$ cat config.mk
export PLATFORM = sky130hd
export DESIGN_NAME = mul_int_iter
export DESIGN_NICKNAME = d
export VERILOG_FILES = /design/src/rtl/mul_int_pkg.sv /design/src/rtl/booth_radix4.sv /design/src/rtl/mul_int_iter.sv
export SDC_FILE = /design/constraint.sdc
export NUM_CORES = 1
export LEC_CHECK = 0
export CORE_MARGIN = 3
export CORE_UTILIZATION = 44
export DETAILED_ROUTE_END_ITERATION = 16
export DONT_BUFFER_PORTS = 1
export GPL_ROUTABILITY_DRIVEN = 0
export PLACE_DENSITY_LB_ADDON = 0.08
export SYNTH_ARGS = -nofsm -noshare
export SYNTH_HDL_FRONTEND = slang
export SYNTH_SLANG_ARGS = --single-unit
export TNS_END_PERCENT = 20
$ cat constraint.sdc
create_clock -name clock -period 20.3 [get_ports clock]
set_input_delay 4.06 -clock clock [delete_from_list [all_inputs] [get_ports clock]]
set_output_delay 4.06 -clock clock [all_outputs]
set_load 0.03 [all_outputs]
$ cat src/rtl/mul_int_pkg.sv
// Shared opcode and FSM state encodings for the iterative integer multiplier.
package mul_int_pkg;

  typedef enum logic [1:0] {
    UNSIGNED_X_UNSIGNED = 2'b00,
    SIGNED_X_UNSIGNED   = 2'b01,
    SIGNED_X_SIGNED     = 2'b10,
    OPCODE_RESERVED     = 2'b11
  } opcode_e;

  typedef enum logic [1:0] {
    IDLE = 2'b00,
    BUSY = 2'b01,
    DONE = 2'b10
  } state_e;

  // Radix-4 digits needed to cover a multiplier extended to width+2 bits.
  function automatic int booth_digits(input int width);
    return width / 2 + 1;
  endfunction

endpackage

$ cat src/rtl/booth_radix4.sv
// Radix-4 Booth partial-product select: {0, +-A, +-2A}; negation is
// one's complement here with the +1 returned on carry for the adder.
module booth_radix4 #(
  parameter int W = 130
) (
  input  logic [2:0]   digit,
  input  logic [W-1:0] a,
  output logic [W-1:0] pp,
  output logic         carry
);

  logic [W-1:0] mag;

  always_comb begin
    // NOTE: every output of a combinational block gets a default first so no latch is inferred.
    mag   = '0;
    carry = 1'b0;
    case (digit)
      3'b001, 3'b010: mag = a;
      3'b011:         mag = {a[W-2:0], 1'b0};
      3'b100: begin
        mag   = {a[W-2:0], 1'b0};
        carry = 1'b1;
      end
      3'b101, 3'b110: begin
        mag   = a;
        carry = 1'b1;
      end
      default: mag = '0;
    endcase
    pp = carry ? ~mag : mag;
  end

endmodule

$ cat src/rtl/mul_int_iter.sv
// Iterative WIDTH x WIDTH -> 2*WIDTH multiplier, one radix-4 Booth step per
// clock, valid/ready on both sides, synchronous flush.
module mul_int_iter
  import mul_int_pkg::*;
#(
  parameter int WIDTH = 64
) (
  input  logic             clock,
  input  logic             reset,
  input  logic             flush,
  input  logic             in_valid,
  output logic             in_ready,
  input  logic [1:0]       opcode,
  input  logic [WIDTH-1:0] multiplicand,
  input  logic [WIDTH-1:0] multiplier,
  output logic             busy,
  output logic             out_valid,
  input  logic             out_ready,
  output logic [WIDTH-1:0] result_hi,
  output logic [WIDTH-1:0] result_lo
);

  localparam int N  = booth_digits(WIDTH);
  localparam int CW = $clog2(N);
  localparam int AW = 2 * WIDTH + 2;
  localparam int BW = WIDTH + 3;  // extended multiplier plus the implicit bit -1

  state_e        state, state_next;
  logic [CW-1:0] count;
  logic [AW-1:0] mcand, acc, pp, acc_next, a_ext;
  logic [BW-1:0] mplier, b_ext;
  logic          neg, accept, last;

  assign in_ready  = (state == IDLE);
  assign busy      = (state == BUSY);
  assign out_valid = (state == DONE);
  assign accept    = in_valid && in_ready && !flush;
  assign last      = (count == CW'(N - 1));

  // Operand extension per opcode; the reserved opcode zeroes A so the product is 0.
  always_comb begin
    a_ext = '0;
    b_ext = {2'b00, multiplier, 1'b0};
    case (opcode_e'(opcode))
      UNSIGNED_X_UNSIGNED: a_ext = {{(AW - WIDTH){1'b0}}, multiplicand};
      SIGNED_X_UNSIGNED:   a_ext = {{(AW - WIDTH){multiplicand[WIDTH-1]}}, multiplicand};
      SIGNED_X_SIGNED: begin
        a_ext = {{(AW - WIDTH){multiplicand[WIDTH-1]}}, multiplicand};
        b_ext = {{2{multiplier[WIDTH-1]}}, multiplier, 1'b0};
      end
      default: a_ext = '0;
    endcase
  end

  booth_radix4 #(.W(AW)) u_booth (
    .digit (mplier[2:0]),
    .a     (mcand),
    .pp    (pp),
    .carry (neg)
  );

  assign acc_next = acc + pp + AW'(neg);

  always_ff @(posedge clock or posedge reset) begin
    // NOTE: sequential state is assigned with <= so every register samples pre-edge values.
    if (reset) state <= IDLE;
    else       state <= state_next;
  end

  always_comb begin
    state_next = state;
    if (flush) begin
      state_next = IDLE;
    end else begin
      case (state)
        IDLE:    if (in_valid) state_next = BUSY;
        BUSY:    if (last)     state_next = DONE;
        DONE:    if (out_ready) state_next = IDLE;
        default: state_next = IDLE;
      endcase
    end
  end

  // The multiplicand walks left by 2 and the multiplier right by 2 each step,
  // so the digit and its 2i shift always sit at the low end of the registers.
  always_ff @(posedge clock or posedge reset) begin
    if (reset) begin
      count     <= '0;
      acc       <= '0;
      mcand     <= '0;
      mplier    <= '0;
      result_hi <= '0;
      result_lo <= '0;
    end else if (accept) begin
      count  <= '0;
      acc    <= '0;
      mcand  <= a_ext;
      mplier <= b_ext;
    end else if (state == BUSY && !flush) begin
      count  <= count + CW'(1);
      acc    <= acc_next;
      mcand  <= mcand << 2;
      mplier <= mplier >> 2;
      if (last) {result_hi, result_lo} <= acc_next[2*WIDTH-1:0];
    end
  end

endmodule

Fig. 1: cell density map
26 x 26 tiles, from white (low) to dark blue (high), 0 to 100% covered.
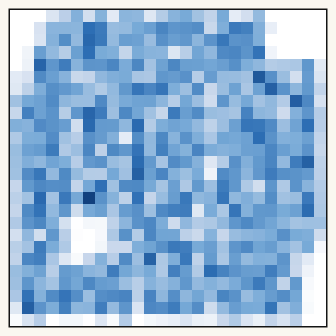
nearly empty tiles = 6.2%
fullest tile = 94%
tiles over 75% full = 2.7%
mean over tiles = 44%

Fig. 2: sequential cells grouped by signal name
Scale bar: 100 um. Other sequential cells in the stronger grey, the rest of the logic in the fainter grey.
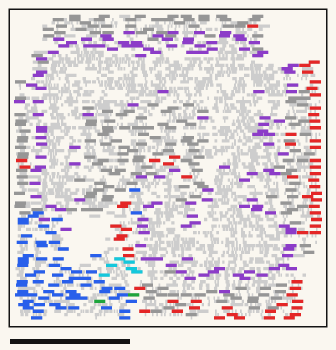
`state` -> green  # placed flops 2
`count` -> cyan  # placed flops 6
`mplier` -> blue  # placed flops 66, where south-west
`result_lo` -> red  # placed flops 64
`acc` -> purple  # placed flops 128, where spread over the die

Fig. 3: cell outlines without signal wires
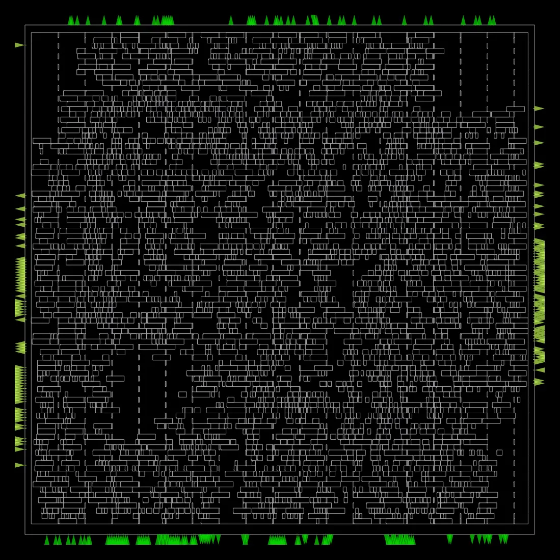
Tapcells: 855
final core area utilization: 0.480
Site Rows: 93
core box area: 0.0647 mm^2

Fig. 4: M3 wires
Scale bar: 100 um.
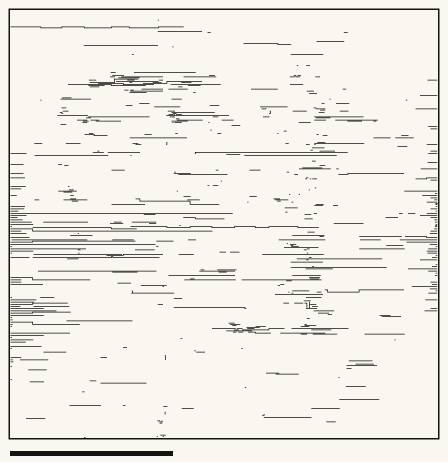
wire length on this layer = 5450 um
share of all routed wire = 6.1%
nets with wire on the layer = 349

==> flow_summary.ini <==
; generated from flow reports
[clock_network]
insertion_delay_ns = 0.61
cts_buffers = 52
hold_buffers = 0
htreeDepth = 2

[final_layout]
n_sequential_cell = 458
clk_share = 0.0560
antenna_cells = 2
nClkBuffers = 70
seq_share = 0.369
dominant_cells = logic gates
reg.largest.list = acc x128, mcand x128, mplier x66
logic_area_mm2 = 0.0164
inv_count = 58
sh_comb_area = 0.527
buf_share = 0.00612
n_all_buffers = 22
instances_no_fill = 4124
final_cell_mix = 661 x nand2_1, 458 x dfrtp_1, 328 x a21oi_1
fin_area_mm2 = 0.0311

[drt]
dr_total_vias = 24700
drt_wl_total_mm = 89.9
top_layer = met5
ant_nets = 0

[grt]
grt-ovfl-total = 0
grt_pass1_wl_mm = 142
grt_start_max_net_pins = 190
grt.busiest_layer = met2
grt_util_met3 = 0.0468
grt_usage = 0.255

[die]
dieHeight_um = 262
ios = 266
initial_core_util = 0.447
dieArea_mm2 = 0.0688

[setup_path]
start_kind = flip-flop
r2r_start = mplier[1]
cp.required_ns = 20.79
cp_cell_sequence = inv_1 -> ha_4 -> buf_4 -> a22oi_1 -> xnor2_1 -> ha_1 -> a21oi_1 -> a2111oi_0 -> a221oi_1 -> nor4b_2 -> o211ai_1 -> a211oi_2 -> o21ai_1 -> or2_1 -> o21ai_1 -> xor2_1 -> mux2_2
path_depth = 17
endpoint_kind = flip-flop
critPathLaunch = mplier[1]

[final_timing]
finalSetupTns_ns = 0
setup_violations = 0
layout_min_cycle_time_ns = 6.43
rsz0062_at_grt = false
timing.final.crit_share = 0.317
skew_ns = 0.0172
timing.final.ws_setup_ns = 13.87

[place]
place_hpwl_mm = 64.7
placed_cell_area_mm2 = 0.0293

[yosys]
synth_area_mm2 = 0.0289
syn_nets = 3667
synthTopCellsByArea = dfrtp_1 40%, nand2_1 8.6%, ha_1 6.5%
synth_warnings = 0
yosys_cells = 3382
ys_top_cells_by_count = 664 x nand2_1, 458 x dfrtp_1, 328 x a21oi_1, 240 x nor2_1, 210 x xnor2_1
ys.flop_type = dfrtp_1
async_flop_share = 1.00
yosysTopAreaCell = dfrtp_1
synth.area.mux_share = 0.0136

[run]
warnings = 58
maxCapViolCount = 0

[pwr]
maxPowerGroup = combinational cells

[run_status]
status = finished, final reports clean
